--- config.mk ---
export PLATFORM = sky130hd
export DESIGN_NAME = binary_window_filter_stream
export DESIGN_NICKNAME = d
export VERILOG_FILES = /design/src/rtl/filter_pkg.sv /design/src/rtl/line_buffer_bits.sv /design/src/rtl/binary_window_filter_stream.sv
export SDC_FILE = /design/constraint.sdc
export NUM_CORES = 1
export LEC_CHECK = 0
export CORE_AREA = 10 10 290 292
export DETAILED_ROUTE_END_ITERATION = 7
export DIE_AREA = 0 0 300 302
export PLACE_DENSITY = 0.78
export SLEW_MARGIN = 20
export SYNTH_ARGS = -nofsm -noshare
export SYNTH_HDL_FRONTEND = slang
export SYNTH_HIERARCHICAL = 1
export SYNTH_SLANG_ARGS = --single-unit
--- constraint.sdc ---
create_clock -name clk -period 30.1 [get_ports clk]
set_clock_uncertainty 0.15 [all_clocks]
set_input_delay 4.515 -clock clk [delete_from_list [all_inputs] [get_ports clk]]
set_output_delay 4.515 -clock clk [all_outputs]
set_load 0.02 [all_outputs]
--- src/rtl/filter_pkg.sv ---
// Shared types and helpers for the streaming binary window filter.
package filter_pkg;

  typedef enum logic [2:0] {IDLE, FILL, RUN, FLUSH, DONE} state_t;

  // Window counts reach at most 9*9 = 81, so 8 bits suffice for wc/bc.
  localparam int CNT8_W = 8;
  // 81 * 255 fits in 16 bits, so the ratio products never truncate.
  localparam int PROD_W = 16;

  function automatic int half_of(input int filter_size);
    return filter_size >> 1;
  endfunction

  function automatic int prod_width(input int filter_size, input int den);
    return $clog2(filter_size * filter_size * den + 1);
  endfunction

  function automatic logic coverage_pass(input logic [CNT8_W-1:0] wc,
                                         input logic [CNT8_W-1:0] bc,
                                         input logic [CNT8_W-1:0] num,
                                         input logic [CNT8_W-1:0] den);
    logic [PROD_W-1:0] lhs;
    logic [PROD_W-1:0] rhs;
    lhs = PROD_W'(wc) * PROD_W'(den);
    rhs = PROD_W'(bc) * PROD_W'(num);
    return lhs > rhs;
  endfunction

endpackage

--- src/rtl/line_buffer_bits.sv ---
// One line of 1-bit pixel history; dout is the pixel shifted in WIDTH steps ago.
module line_buffer_bits #(
  parameter int WIDTH = 256
) (
  input  logic clk,
  input  logic en,
  input  logic din,
  output logic dout
);

  logic [WIDTH-1:0] taps;

  // Contents are never cleared; stale bits are masked by the window bounds.
  always_ff @(posedge clk) begin
    if (en) taps <= {taps[WIDTH-2:0], din};
  end

  assign dout = taps[WIDTH-1];

endmodule

--- src/rtl/binary_window_filter_stream.sv ---
// Streaming FILTER_SIZE x FILTER_SIZE coverage-ratio filter over a binary mask,
// using line buffers and per-position bounds masking instead of frame RAMs.
module binary_window_filter_stream
  import filter_pkg::*;
#(
  parameter int WIDTH       = 256,
  parameter int DEPTH       = 256,
  parameter int FILTER_SIZE = 5,
  parameter int RATIO_NUM   = 7,
  parameter int RATIO_DEN   = 8,
  parameter int CNT_W       = $clog2(WIDTH * DEPTH + 1)
) (
  input  logic             clk,
  input  logic             rst_n,
  input  logic             in_valid,
  output logic             in_ready,
  input  logic             in_pixel,
  input  logic             in_sof,
  output logic             out_valid,
  input  logic             out_ready,
  output logic             out_pixel,
  output logic             out_sof,
  output logic             out_eol,
  output logic             out_eof,
  output logic [CNT_W-1:0] white_count,
  output logic             frame_done,
  output logic             busy
);

  localparam int HALF      = half_of(FILTER_SIZE);
  localparam int PIXELS    = WIDTH * DEPTH;
  localparam int FILL_LAST = HALF * WIDTH + HALF;
  localparam int XW        = $clog2(WIDTH);
  localparam int YW        = $clog2(DEPTH);
  localparam int IW        = $clog2(PIXELS);

  state_t                 state;
  logic [IW-1:0]          in_idx;
  logic [XW-1:0]          gen_x;
  logic [YW-1:0]          gen_y;
  logic                   gen_done;
  logic [CNT_W-1:0]       run_count;
  logic [FILTER_SIZE-1:0] win      [FILTER_SIZE];
  logic [FILTER_SIZE-1:0] next_win [FILTER_SIZE];
  logic [FILTER_SIZE-1:0] column;
  logic                   lb_tap   [FILTER_SIZE-1];
  logic                   in_beat, step, emit, feed_pixel, filt_pixel;
  logic [CNT8_W-1:0]      wc, bc;

  always_comb begin
    in_ready = 1'b0;
    case (state)
      IDLE, FILL: in_ready = 1'b1;
      RUN:        in_ready = out_ready || !out_valid;
      default:    in_ready = 1'b0;
    endcase
  end

  // One step shifts the whole window; in FLUSH, zeros stand in for missing input.
  assign in_beat    = in_valid && in_ready;
  assign step       = (in_beat && (state != IDLE || in_sof)) ||
                      (state == FLUSH && !gen_done && (out_ready || !out_valid));
  assign emit       = step && (state == RUN || state == FLUSH ||
                               (state == FILL && in_idx == IW'(FILL_LAST)));
  assign feed_pixel = (state == FLUSH) ? 1'b0 : in_pixel;

  for (genvar g = 0; g < FILTER_SIZE - 1; g++) begin : g_lines
    if (g == 0) begin : g_first
      line_buffer_bits #(.WIDTH(WIDTH)) u_line (
        .clk (clk), .en (step), .din (feed_pixel), .dout (lb_tap[g]));
    end else begin : g_chain
      line_buffer_bits #(.WIDTH(WIDTH)) u_line (
        .clk (clk), .en (step), .din (lb_tap[g-1]), .dout (lb_tap[g]));
    end
  end

  // Bit dx of row dy holds the pixel at (gen_x+HALF-dx, gen_y+HALF-dy).
  always_comb begin
    int xi;
    int yi;
    column    = '0;
    column[0] = feed_pixel;
    for (int dy = 1; dy < FILTER_SIZE; dy++) column[dy] = lb_tap[dy-1];
    wc = '0;
    bc = '0;
    for (int dy = 0; dy < FILTER_SIZE; dy++) begin
      next_win[dy] = {win[dy][FILTER_SIZE-2:0], column[dy]};
      for (int dx = 0; dx < FILTER_SIZE; dx++) begin
        xi = int'(gen_x) + HALF - dx;
        yi = int'(gen_y) + HALF - dy;
        if (xi >= 0 && xi < WIDTH && yi >= 0 && yi < DEPTH) begin
          bc = bc + 8'd1;
          if (next_win[dy][dx]) wc = wc + 8'd1;
        end
      end
    end
    filt_pixel = coverage_pass(wc, bc, CNT8_W'(RATIO_NUM), CNT8_W'(RATIO_DEN));
  end

  always_ff @(posedge clk) begin
    if (step) win <= next_win;
  end

  always_ff @(posedge clk or negedge rst_n) begin
    if (!rst_n) begin
      state       <= IDLE;
      in_idx      <= '0;
      gen_x       <= '0;
      gen_y       <= '0;
      gen_done    <= 1'b0;
      run_count   <= '0;
      white_count <= '0;
      out_valid   <= 1'b0;
      out_pixel   <= 1'b0;
      out_sof     <= 1'b0;
      out_eol     <= 1'b0;
      out_eof     <= 1'b0;
    end else begin
      if (emit) begin
        out_valid <= 1'b1;
        out_pixel <= filt_pixel;
        out_sof   <= (gen_x == '0) && (gen_y == '0);
        out_eol   <= (gen_x == XW'(WIDTH - 1));
        out_eof   <= (gen_x == XW'(WIDTH - 1)) && (gen_y == YW'(DEPTH - 1));
        if (gen_x == XW'(WIDTH - 1)) begin
          gen_x <= '0;
          if (gen_y == YW'(DEPTH - 1)) gen_done <= 1'b1;
          else                         gen_y    <= gen_y + 1'b1;
        end else begin
          gen_x <= gen_x + 1'b1;
        end
      end else if (out_ready) begin
        out_valid <= 1'b0;
      end

      if (out_valid && out_ready && out_pixel) run_count <= run_count + 1'b1;

      case (state)
        IDLE: if (in_beat && in_sof) begin
          state     <= FILL;
          in_idx    <= IW'(1);
          gen_x     <= '0;
          gen_y     <= '0;
          gen_done  <= 1'b0;
          run_count <= '0;
        end
        FILL: if (in_beat) begin
          in_idx <= in_idx + 1'b1;
          if (in_idx == IW'(FILL_LAST)) state <= RUN;
        end
        RUN: if (in_beat) begin
          in_idx <= in_idx + 1'b1;
          if (in_idx == IW'(PIXELS - 1)) state <= FLUSH;
        end
        FLUSH: if (gen_done && out_valid && out_ready && out_eof) state <= DONE;
        DONE: begin
          white_count <= run_count;
          state       <= IDLE;
        end
        default: state <= IDLE;
      endcase
    end
  end

  assign frame_done = (state == DONE);
  assign busy       = (state == FILL) || (state == RUN) || (state == FLUSH);

endmodule

pdn.png
Bar = 100 um. Pins as bars on the die edge. Tap cells in gray.
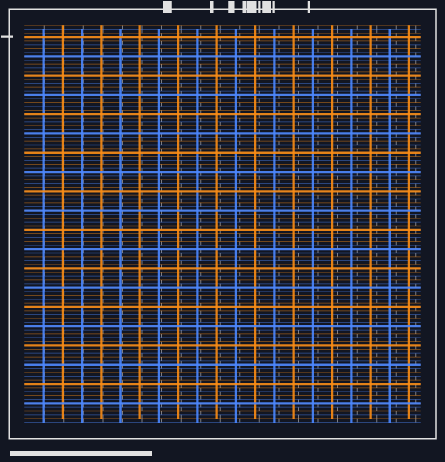
Blue shows VSS. Orange shows VDD.
1050 tap cells. The core has 103 rows. 20 straps on met4. 104 met1 rails follow the rows. 20 straps on met5.
Die Ht: 302 um
die width: 300 um
core box area: 78360 um2

cell_classes.png
Bar = 100 um.
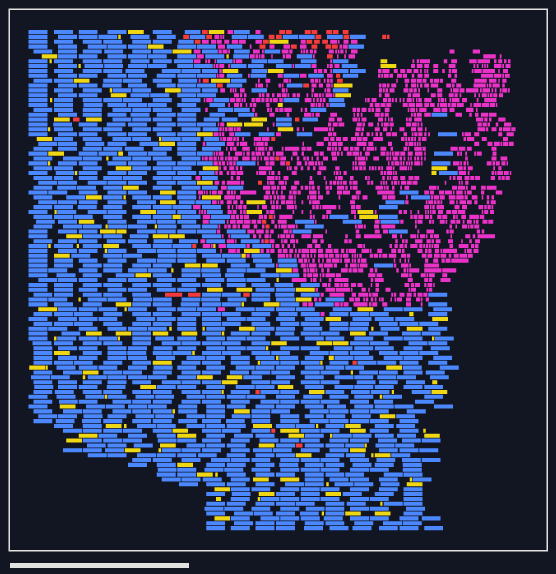
Magenta shows all other logic, cells 1379. Red shows other buffers and delay cells, cells 50. Blue shows flip-flops, cells 1119. Yellow shows clock drivers and dummy loads, cells 182.
design area: 48210 um2
Seq area share: 68.92%
Finished Core Util: 61.53%
FP Rows: 103

clock_map.png
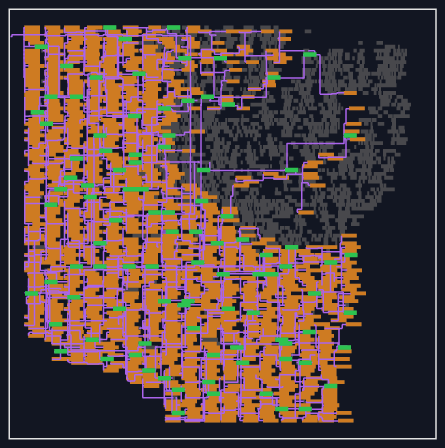
Purple shows clock wires, length 12700 um. Orange shows flip-flops, count 1119. Green shows cells driving clock nets, count 98.
There are 99 routed clock nets.

metal_stack.png
Bar = 100 um. Two of the layers only.
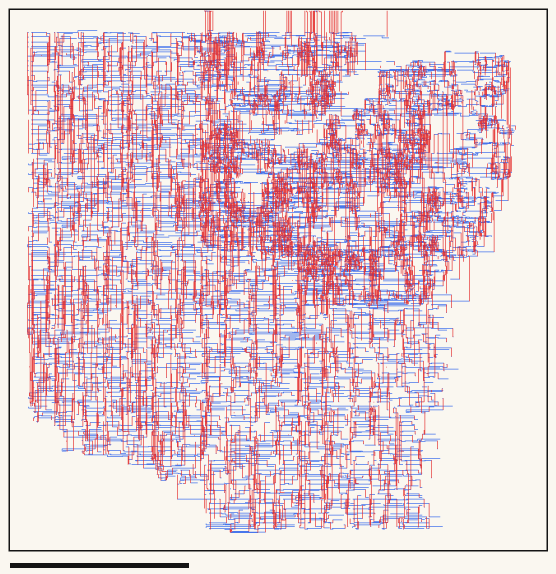
Red shows met2, wire length 35.7 mm. Blue shows met1, wire length 33.2 mm.
DR vias: 21030
wire per inst: 19.45 um
GRT Overall Usage: 16.36%
final wirelength: 73530 um

==> out/qor.csv <==
metric;value;unit
Buffers on Ports;30;
final critical-path share of the clock period;71.60;%
Dominant flop cell;edfxtp_1;
capture point of the worst reg-to-reg path;out_pixel;
final setup TNS;0;ns
Area growth syn-to-layout;11.32;%
# DRC;0;
Synth warnings;6;
OpenROAD warning count;48;
placed cell count;3597;
Unique cell types;114;
vias in the first global route;21090;
chip area;90600;um2
setup ws final;8.548;ns
HP Class;flop to flop;
family with the most delay on the worst path;adder cells;
area post-placement;44900;um2
Max stage delay on crit path;0.53;ns
CTS sink cnt;1119;
worst hold margin;0.2464;ns
share of cells above drive strength 1;9.707;%
startpoint types;input port;
Top Ports;31;
cell count of the worst reg-to-reg path;100;
Top reg by flops;g_lines.g_chain.u_line/taps;
CP Depth;85;
CP arrival;21.94;ns
Synth logic family;simple AND/OR/NAND/NOR gates;
max reg flops;768;
r2r setup slk;8.64;ns
Critical Path RT;30.49;ns
reg2reg start;gen_x[1];
gr ovfl total;0;
register area share after synthesis;76.72;%
most common logic cell in the routed design;edfxtp_1;
FP Core Util;55.27;%
Synth Register Bits;1119;
first-pass GRT wire length;119100;um
most frequent CP cell;ha_1;
CP Capture Type;flop;
hold_sp;g_lines[2].g_chain.u_line/taps[177];
yosys stat chip area;43310;um2
clk buf depth;3;
fin cells;3780;
Via density;5.563;
number of synthesized flops with an enable pin;1044;
RSZ-0062 raised after global routing;no;
worst slew pin tran;1.072;ns
Cells after Synth;2542;
initial antenna violation count;0;
hold_buf cts;0;
Mux area share;1.338;%
Syn Std Cell Area;43310;um2
min Tclk post-route;21.55;ns
Pins Over Slew Limit;0;
cell type with the largest total area;edfxtp_1;
end point of the critical path;out_pixel;
Synth Net Count;2645;
max cap viols;0;
DRT iter0 DRCs;1734;
CP Max Fanout;5;
Area leader share;72.38;%
router iterations before antenna repair;5;
CTS tree;built;
CP startpoint;in_pixel;
main area contributors;edfxtp_1, dfrtp_1, xnor2_1;
largest net degree at the start of global routing;241;
DP Wirelength;38300;um
buffers and inverters on the worst path;4;
path type of the worst setup path;input port to flop;
Clock Pin Slew Worst Setup and Hold Paths;0.06;ns
yosys aoi share;4.640;%
Place WS;8.102;ns
maximum operating frequency;46.40;MHz
status;completed;
CTS root buf;clkbuf_16;
final net count;2751;
Max-slew headroom;27.42;%
Post-Syn Area per Cell;17.04;um2
Worst-Skew Late Latency;0.67;ns
final estimated routing congestion in global placement;0.8283;
Num CTS Buffers;98;
post-cts resize count;0;
Simple-Gate Area Share;7.295;%
adder share;2.987;%
Antenna Violating Nets Remaining;0;
post-CTS setup buffers;0;
antenna fix cells;0;
# Cells Yosys;2542;
final-report hold violation count;0;
H-tree depth;3;
FFs w/ async S/R, synth;6.702;%
Setup Viol. Count Final;0;
yosys xor share;5.997;%
most common logic cells in the final layout;edfxtp_1, nor2_1, nand2_1;
slowest CP cell;or3b_2;
## metal layers
| metal | part of all wire (%) | up-vias | global-route usage, % | routed length (um) |
|---|---|---|---|---|
| met5 | 0 | - | 0 | 0 |
| met4 | 2.1 | 0 | 4.977 | 1517 |
| met3 | 4.2 | 118 | 2.173 | 3082 |
| met2 | 49 | 530 | 26.10 | 35710 |
| met1 | 45 | 10510 | 23.48 | 33220 |
| li1 | - | 9871 | - | - |
## layout make-up
| cell class | instances | area [um2] |
|---|---|---|
| timing repair buffer | 50 | 489.2 |
| tap | 1050 | 1314 |
| inverter | 68 | 262.8 |
| multi-input combinational | 1311 | 9644 |
| clock buffer | 116 | 2530 |
| sequential | 1119 | 33230 |
| fill | 5477 | 30140 |
| clock inverter | 66 | 747.0 |
## Yosys cell counts, types with 7 or more instances
cell type  number
a211oi_1       17
a21o_1         18
a21oi_1        66
a31oi_1        14
and2_1         12
and3_1         28
and4_1         16
buf_2          10
clkbuf_1       30
dfrtp_1        75
edfxtp_1     1044
fa_1            8
ha_1           89
inv_1          66
mux2_2         33
mux2i_1        17
nand2_1       142
nand2b_1        9
nand3_1        84
nand4_1        33
nor2_1        161
nor2b_1        16
nor3_1         34
nor3b_1        10
nor4_1          8
o211ai_1        8
o21ai_0        43
o22ai_1         9
o31ai_1         9
or2_2          10
or3_1          11
xnor2_1       130
xnor2_2         7
xnor3_1         8
xor2_1        108
## worst min-delay path by stage
stage,end,depth (start not counted)
after floorplan,g_lines[0].g_first.u_line/taps[100],0
after global placement,g_lines[0].g_first.u_line/taps[54],0
after detailed placement,g_lines[0].g_first.u_line/taps[133],0
after CTS,g_lines[3].g_chain.u_line/taps[159],0
after global routing,g_lines[2].g_chain.u_line/taps[226],0
final,g_lines[2].g_chain.u_line/taps[178],0
